### src/rtl/hermes_buffer.sv
// Hermes router input-port buffer: credit-based circular FIFO feeding the crossbar,
// with a request/grant handshake to switch control at each packet header.
module hermes_buffer #(
  parameter int unsigned FLIT_SIZE   = 32,
  parameter int unsigned BUFFER_SIZE = 8
) (
  input  logic                 clk_i,
  input  logic                 rst_ni,
  input  logic                 rx_i,
  input  logic                 eop_i,
  input  logic [FLIT_SIZE-1:0] data_i,
  output logic                 credit_o,
  output logic                 req_o,
  input  logic                 ack_h_i,
  output logic                 sending_o,
  output logic                 data_av_o,
  output logic                 eop_o,
  output logic [FLIT_SIZE-1:0] data_o,
  input  logic                 ack_i
);

  localparam int unsigned PTR_W = $clog2(BUFFER_SIZE);
  localparam int unsigned CNT_W = PTR_W + 1;
  localparam logic [CNT_W-1:0] FULL_CNT = CNT_W'(BUFFER_SIZE);

  typedef enum logic [1:0] {
    S_IDLE,
    S_REQ,
    S_SEND
  } state_t;

  state_t state_q, state_d;

  logic [FLIT_SIZE:0]   mem [BUFFER_SIZE];
  logic [PTR_W-1:0]     wr_ptr_q;
  logic [PTR_W-1:0]     rd_ptr_q;
  logic [CNT_W-1:0]     count_q;
  logic [FLIT_SIZE:0]   head;
  logic                 push;
  logic                 pop;
  logic                 not_empty;

  assign not_empty = (count_q != '0);
  assign head      = mem[rd_ptr_q];

  assign credit_o  = (count_q != FULL_CNT);
  assign req_o     = (state_q == S_REQ);
  assign sending_o = (state_q == S_SEND);
  assign data_av_o = (state_q == S_SEND) && not_empty;
  assign eop_o     = data_av_o ? head[FLIT_SIZE] : 1'b0;
  assign data_o    = data_av_o ? head[FLIT_SIZE-1:0] : '0;

  assign push = rx_i && credit_o;
  assign pop  = data_av_o && ack_i;

  // Storage is deliberately left out of reset; the pointers alone define validity.
  always_ff @(posedge clk_i) begin
    if (push) begin
      mem[wr_ptr_q] <= {eop_i, data_i};
    end
  end

  always_ff @(posedge clk_i or negedge rst_ni) begin
    if (!rst_ni) begin
      wr_ptr_q <= '0;
      rd_ptr_q <= '0;
      count_q  <= '0;
    end else begin
      if (push) begin
        wr_ptr_q <= wr_ptr_q + 1'b1;
      end
      if (pop) begin
        rd_ptr_q <= rd_ptr_q + 1'b1;
      end
      case ({push, pop})
        2'b10:   count_q <= count_q + 1'b1;
        2'b01:   count_q <= count_q - 1'b1;
        default: count_q <= count_q;
      endcase
    end
  end

  // A popped EOP closes the connection; any following packet waits for a fresh request.
  always_comb begin
    state_d = state_q;
    case (state_q)
      S_IDLE: begin
        if (not_empty) begin
          state_d = S_REQ;
        end
      end
      S_REQ: begin
        if (ack_h_i) begin
          state_d = S_SEND;
        end
      end
      S_SEND: begin
        if (pop && head[FLIT_SIZE]) begin
          state_d = S_IDLE;
        end
      end
      default: state_d = S_IDLE;
    endcase
  end

  always_ff @(posedge clk_i or negedge rst_ni) begin
    if (!rst_ni) begin
      state_q <= S_IDLE;
    end else begin
      state_q <= state_d;
    end
  end

endmodule

### config.mk
export PLATFORM = sky130hd
export DESIGN_NAME = hermes_buffer
export DESIGN_NICKNAME = d
export VERILOG_FILES = /design/src/rtl/hermes_buffer.sv
export SDC_FILE = /design/constraint.sdc
export NUM_CORES = 1
export LEC_CHECK = 0
export ABC_AREA = 1
export CORE_UTILIZATION = 40
export CTS_BUF_LIST = sky130_fd_sc_hd__clkbuf_8
export DETAILED_ROUTE_END_ITERATION = 16
export SLEW_MARGIN = 20
export SYNTH_ARGS = -nofsm -noshare
export SYNTH_HDL_FRONTEND = slang
export SYNTH_SLANG_ARGS = --single-unit
### constraint.sdc
create_clock -name clk_i -period 6.75 [get_ports clk_i]
set_clock_uncertainty 0.15 [all_clocks]
set_input_delay 1.6875 -clock clk_i [delete_from_list [all_inputs] [get_ports clk_i]]
set_output_delay 1.6875 -clock clk_i [all_outputs]
set_load 0.03 [all_outputs]
Figure 1. Signal wires on met4 (run 1).
Drawn at 3 px/um. Supply wires on this layer in grey.
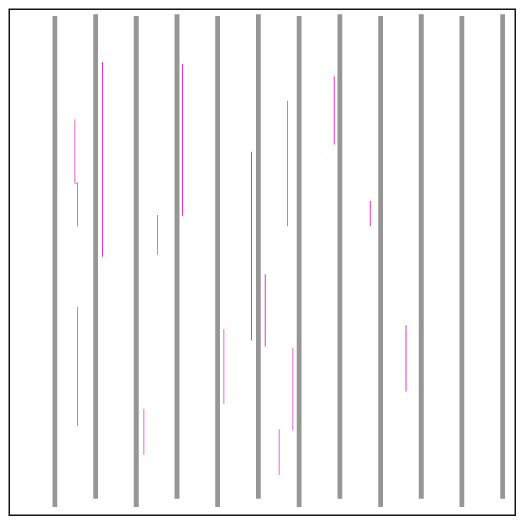
The wires run mostly vertical. The longest straight run is 64.6 um.
Total Wirelength: 24,480 um
DR vias: 6,888

Figure 2. Routed metal, one colour a layer (run 1).
Drawn at 3 px/um. Only two layers are drawn.
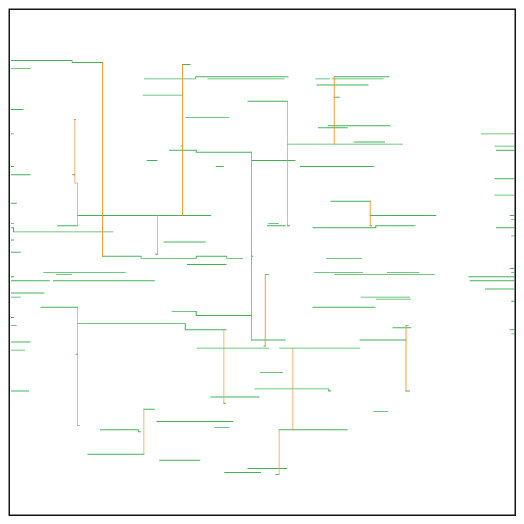
metal 4: marked orange, wire length 465 um. metal 3: marked green, wire length 1,300 um.
drt wl/cell: 18.35 um
Total GRT Usage: 0.1759

Figure 3. Met1 routing (run 1).
Drawn at 3 px/um. Supply wires on this layer in grey. Cells faint in the background.
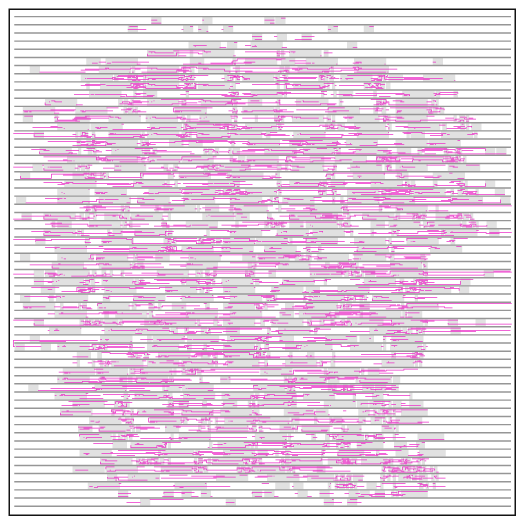
931 nets have wire on it. The layer carries 11,100 um of wire. The layer holds 45% of the routed length. The longest straight run is 54.7 um.

run 1: registers in the layout (all words and copies together), names as in the netlist:
signal    flops
count_q       4
mem         264
rd_ptr_q      3
state_q       2
wr_ptr_q      3
run 1: layout make-up:
cell class                      count  area [um^2]
Clock buffer                       47        646.9
Clock inverter                     36        171.4
Fill cell                        2429        14150
Inverter                           16        70.07
Multi-Input combinational cell    530         2481
Sequential cell                   276         8233
Tap cell                          341        426.7
Timing Repair Buffer               88        849.6
run 1: path summary, 6_finish.rpt:
check / to / slack [ps] / from
hold / removal: count_q[3] / 360 / count_q[3]
max in group asynchronous: rd_ptr_q[0] / 4650 / rst_ni
min in group asynchronous: state_q[0] / 1380 / rst_ni
hold reg to reg: count_q[3] / 360 / count_q[3]
setup / recovery: data_o[26] / 1510 / rd_ptr_q[1]
setup reg to reg: mem[5][14] / 3960 / count_q[0]
run 1: cells in the mapped netlist:
cell / number / area, um^2
clkbuf_4: 2 / 15.01
o22ai_1: 32 / 200.2
nor2_2: 1 / 6.260
nor2_1: 236 / 885.9
buf_6: 10 / 112.6
dfrtp_1: 12 / 300.3
xnor2_1: 1 / 8.760
nand2_1: 36 / 135.1
inv_4: 1 / 6.260
nor2_4: 1 / 11.26
nand2_2: 1 / 6.260
inv_2: 1 / 3.750
buf_4: 5 / 37.54
a21oi_1: 3 / 15.01
clkbuf_1: 18 / 67.56
nand3_1: 11 / 55.05
inv_1: 13 / 48.80
edfxtp_1: 264 / 7928
clkinv_4: 1 / 8.760
ha_1: 5 / 62.56
buf_2: 16 / 80.08
xor2_1: 4 / 35.03
or2_2: 1 / 6.260
o21ai_1: 104 / 520.5
o21ai_0: 92 / 460.4
nand4_1: 2 / 12.51
clkbuf_2: 2 / 10.01
run 1: critical path, cell delays in order (launching register included):
cell	delay, ps
dfrtp_2	710
buf_4	720
o21ai_0	190
o22ai_1	220
nor2_1	60
nor2_1	230
clkdlybuf4s50_1	720
run 1: cell families after synthesis:
group                      Yosys count  synth area share
AOI/OAI and AO/OA                  231            0.1084
xor gates and xnor gates             5          0.003967
adders and majority gates            5          0.005667
buffers and inverters               69           0.03536
DFF                                276            0.7453
and+or+nand+nor                    289            0.1013
run 1: metrics by stage:
step                setup slack, ps  instance area, um^2    util  hold slack (ps)  total power (W)
finish                         1510                12880  0.4765            363.7         0.005394
global route                   1255                12880  0.4765            414.8         0.005729
CTS                            1320                12870  0.4763            360.3         0.005455
detailed placement             1915                12050  0.4460            347.9         0.004138
global placement               1931                12050  0.4460            332.5         0.004105
floorplan                      2641                11040       -            312.8         0.003587
run 1: metal layers:
metal  track usage  wire length, um  vias to the layer above
li1              -                -                     3315
met1        0.2343            11090                     3356
met2        0.2917            11620                      174
met3       0.03526             1303                       43
met4       0.05375              465                        0
met5             0                0                        -
run 1: where the power goes:
group / internal [W] / switching, W / total, W
Sequential: 0.00215 / 0.000117 / 0.00227
Combinational: 0.000554 / 0.00125 / 0.00181
Clock: 0.000684 / 0.000633 / 0.00132
==> results_slide.txt, run 1 <==
Key Metrics from the Run

Timing
  • Worst-Margin Slew: 1033 ps
  • Setup TNS: 0 ps
  • Tmin final: 5240 ps
  • Final hold viol count: 0

Floorplanning
  • Die H: 168.1 um
  • Pre-Place Util: 0.4085
  • Core Area: 27,030 um^2
  • Row cnt: 60
  • Die area: 28,270 um^2
  • Die Width: 168.1 um

Clocking
  • TritonCTS clock tree: yes
  • Clock Sink Count: 276
  • Postcts setup bufs: 0
  • Clock Root Buffer: clkbuf_8
  • Reg clk slew, reported paths: 60 ps
  • Post-CTS sizing: 0
  • Clock Latency Late Sink: 520 ps
  • CTS H-Tree Depth: 2

Yosys
  • Mapped Area: 11,040 um^2
  • Syn avg cell area: 12.62 um^2
  • Yosys reg bits: 276
  • Seq share, synth: 0.7453

Setup path
  • Crit path DRT: 4910 ps
  • Critical Path Fanout Max: 74
  • Worst Reg-to-Reg Cells: 7
  • WP data arrival: 3400 ps
  • CP endpoint kind: output port

Placed design
  • I/O Buffers: 74
  • Dpl hpwl: 12,540 um
  • Placed insts: 1,251

Route
  • DR vias/cell: 5.163
  • Initial DRC count: 461
  • Drt drc: 0
  • Post-DRT Antenna Nets: 0
  • DRT Pass-1 Iters: 5

Status
  • Status: completed

Worst hold path
  • Hold crit path type: register to register

Finish
  • Top cells excl fill/tap: edfxtp_1 (264), nor2_1 (228), o21ai_1 (104)
  • Nets@finish: 1,001
  • Most frequent logic cell in the layout: edfxtp_1

Power and ir drop
  • Lkg Pwr: 4.359 nW

Job
  • OpenROAD warnings: 31

Global routing
  • Total congestion overflow: 0
  • Largest net degree at the start of global routing: 112
Figure 4. Sequential cells grouped by signal name (run 1).
Drawn at 3 px/um. Other sequential cells in the stronger grey, the rest of the logic in the fainter grey.
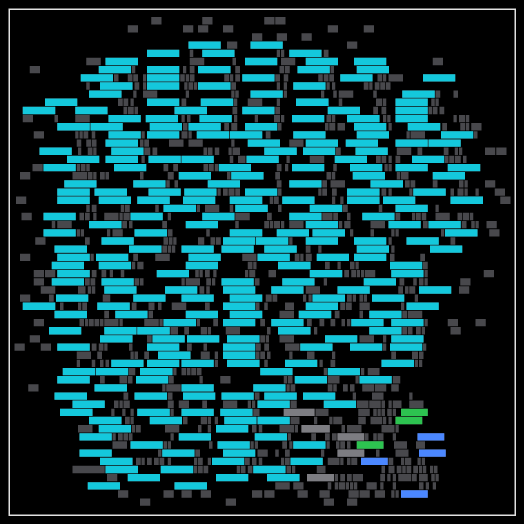

==> inputs of run 2 (changes only) <==
clock period = 4.5 ns   (was 6.75 ns; I/O delays follow)
Figure 5. Sequential cells grouped by signal name (run 2).
Drawn at 3 px/um. Other sequential cells in the stronger grey, the rest of the logic in the fainter grey.
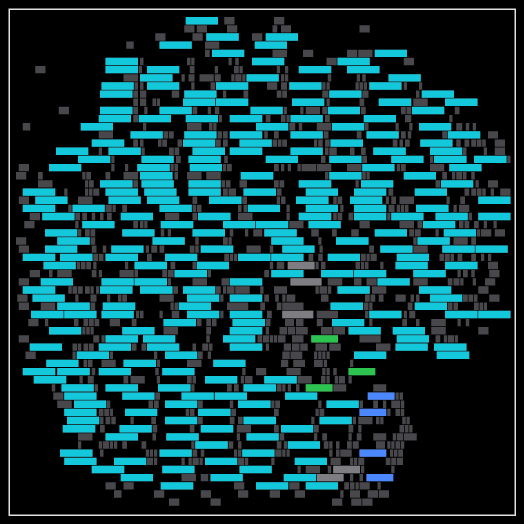
mem: marked cyan, flops 264, where all over the die. count_q: marked blue, flops 4, where south-east. wr_ptr_q: marked green, flops 3.
Reg area: 8235 um^2
Seq. pwr: 0.00338 W
Final Core Density: 0.4818
register share of the cell area: 0.6325

==> results_slide.txt, run 2 <==
Key Metrics from the Run

Floorplanning
  • Die area: 28,270 um^2
  • Row cnt: 60
  • Core Area: 27,030 um^2
  • Die Width: 168.1 um
  • Die H: 168.1 um
  • Pre-Place Util: 0.4085

Route
  • Drt drc: 0
  • Drt wl/cell: 18.37 um
  • Initial DRC count: 631
  • DR vias: 6,960
  • DR vias/cell: 5.167
  • DRT Pass-1 Iters: 5

Setup path
  • CP max stage delay: 700 ps
  • CP Buf/Inv Count: 3
  • WP data arrival: 3020 ps
  • Worst r2r dst: mem[4][28]
  • Slowest-stage cell, CP: clkdlybuf4s50_1
  • Worst path most repeated cell: nor2_1
  • R2r setup slk: 2050 ps
  • CP endpoint kind: output port
  • Crit-path cells: inv_4 -> buf_4 -> nor2_1 -> o22ai_1 -> nor2_1 -> nor2_1 -> clkdlybuf4s50_1
  • Critical R2R Launch: count_q[0]

Finish
  • Fillers: 2,419
  • Nets@finish: 1,012
  • Finished Cell Area: 13,020 um^2
  • Most frequent logic cell in the layout: edfxtp_1
  • Biggest regs: mem (264), count_q (4)
  • Max FFs per register: 264

Job
  • OpenROAD warnings: 29

Yosys
  • Mapped Area: 11,040 um^2
  • Synth top cell by count: edfxtp_1
  • Seq share, synth: 0.7453
  • Yosys reg bits: 276
  • Top area contributor share: 0.7181

Global routing
  • Total GRT Usage: 0.1795
  • Largest net degree at the start of global routing: 135
  • Total congestion overflow: 0

Clocking
  • Postcts setup bufs: 0
  • Reg clk slew, reported paths: 60 ps
  • Clock Root Buffer: clkbuf_8
  • TritonCTS clock tree: yes

Placed design
  • Pre-CTS WS: 779.6 ps

Timing
  • Worst-Margin Slew: 632.6 ps
  • Final hold viol count: 0
  • Setup TNS: 0 ps

Status
  • Status: completed

Worst hold path
  • Hold worst-path end: count_q[3]
  • Hold_sp: count_q[3]
  • Hold crit path type: register to register
Figure 6. Signal wires on met4 (run 2).
Drawn at 3 px/um. Supply wires on this layer in grey.
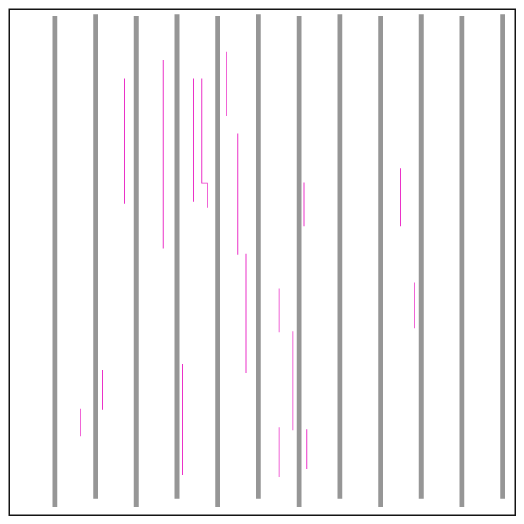
9 nets have wire on it. The layer carries 473 um of wire. The longest straight run is 62.6 um. The layer holds 1.9% of the routed length. The wires run mostly vertical.

-- run 2: final cells by class --
class	instances	area, um^2	area share
clock buffers	51	701.9	0.05391
multi-input cells	530	2481	0.1906
flip-flops and latches	276	8235	0.6325
well taps	341	426.7	0.03277
clock inverters	33	131.4	0.01009
repair buffers	100	975.9	0.07496
inverters	16	67.56	0.005189
-- run 2: worst max path at each step --
stage | from | end | slack, ps | cells after the start
after floorplan | rx_i | mem[0][0] | 950 | 3
after global placement | rd_ptr_q[0] | data_o[22] | 760 | 7
after detailed placement | rd_ptr_q[0] | data_o[15] | 780 | 7
after CTS | rd_ptr_q[0] | data_o[22] | 170 | 7
after global routing | rd_ptr_q[0] | data_o[15] | 10 | 7
final | rd_ptr_q[0] | data_o[21] | 200 | 7
-- run 2: metrics by stage --
stage | instances | utilization
after floorplan | 875 | -
after global placement | 1263 | 0.4508
after detailed placement | 1263 | 0.4508
after CTS | 1347 | 0.4817
after global routing | 1347 | 0.4818
final | 1347 | 0.4818
-- run 2: kinds of logic after synthesis --
| kind of cell | count (synthesis) | synth area share |
|---|---|---|
| simple gates | 289 | 0.1013 |
| flops | 276 | 0.7453 |
| compound gates | 231 | 0.1084 |
| buf+inv | 69 | 0.03536 |
| xor+xnor | 5 | 0.003967 |
| fa+ha+maj | 5 | 0.005667 |
-- run 2: worst reg2reg max path: cells and delay by family, from the launching register on --
kind                   cells  cell delay, ps
buffers and inverters      1             470
flip-flops                 1             420
AND/OR/NAND/NOR            5            1040
-- run 2: layer usage --
metal,vias up,global-route usage,wire (um)
li1,3346,-,-
met1,3407,0.2377,11200
met2,164,0.2993,11860
met3,43,0.03573,1210
met4,0,0.05375,473
met5,-,0,0
-- run 2: timing repair --
action                     in CTS  in global routing
hold buffers                    0                  0
gates resized                   0                  1
setup endpoints to repair       0                  2
-- run 2: where the power goes --
group | internal (W) | switching, W
Clock | 0.00103 | 0.000944
Sequential | 0.00323 | 0.000148
Combinational | 0.000894 | 0.00193
Power and IR drop assume default switching activity.
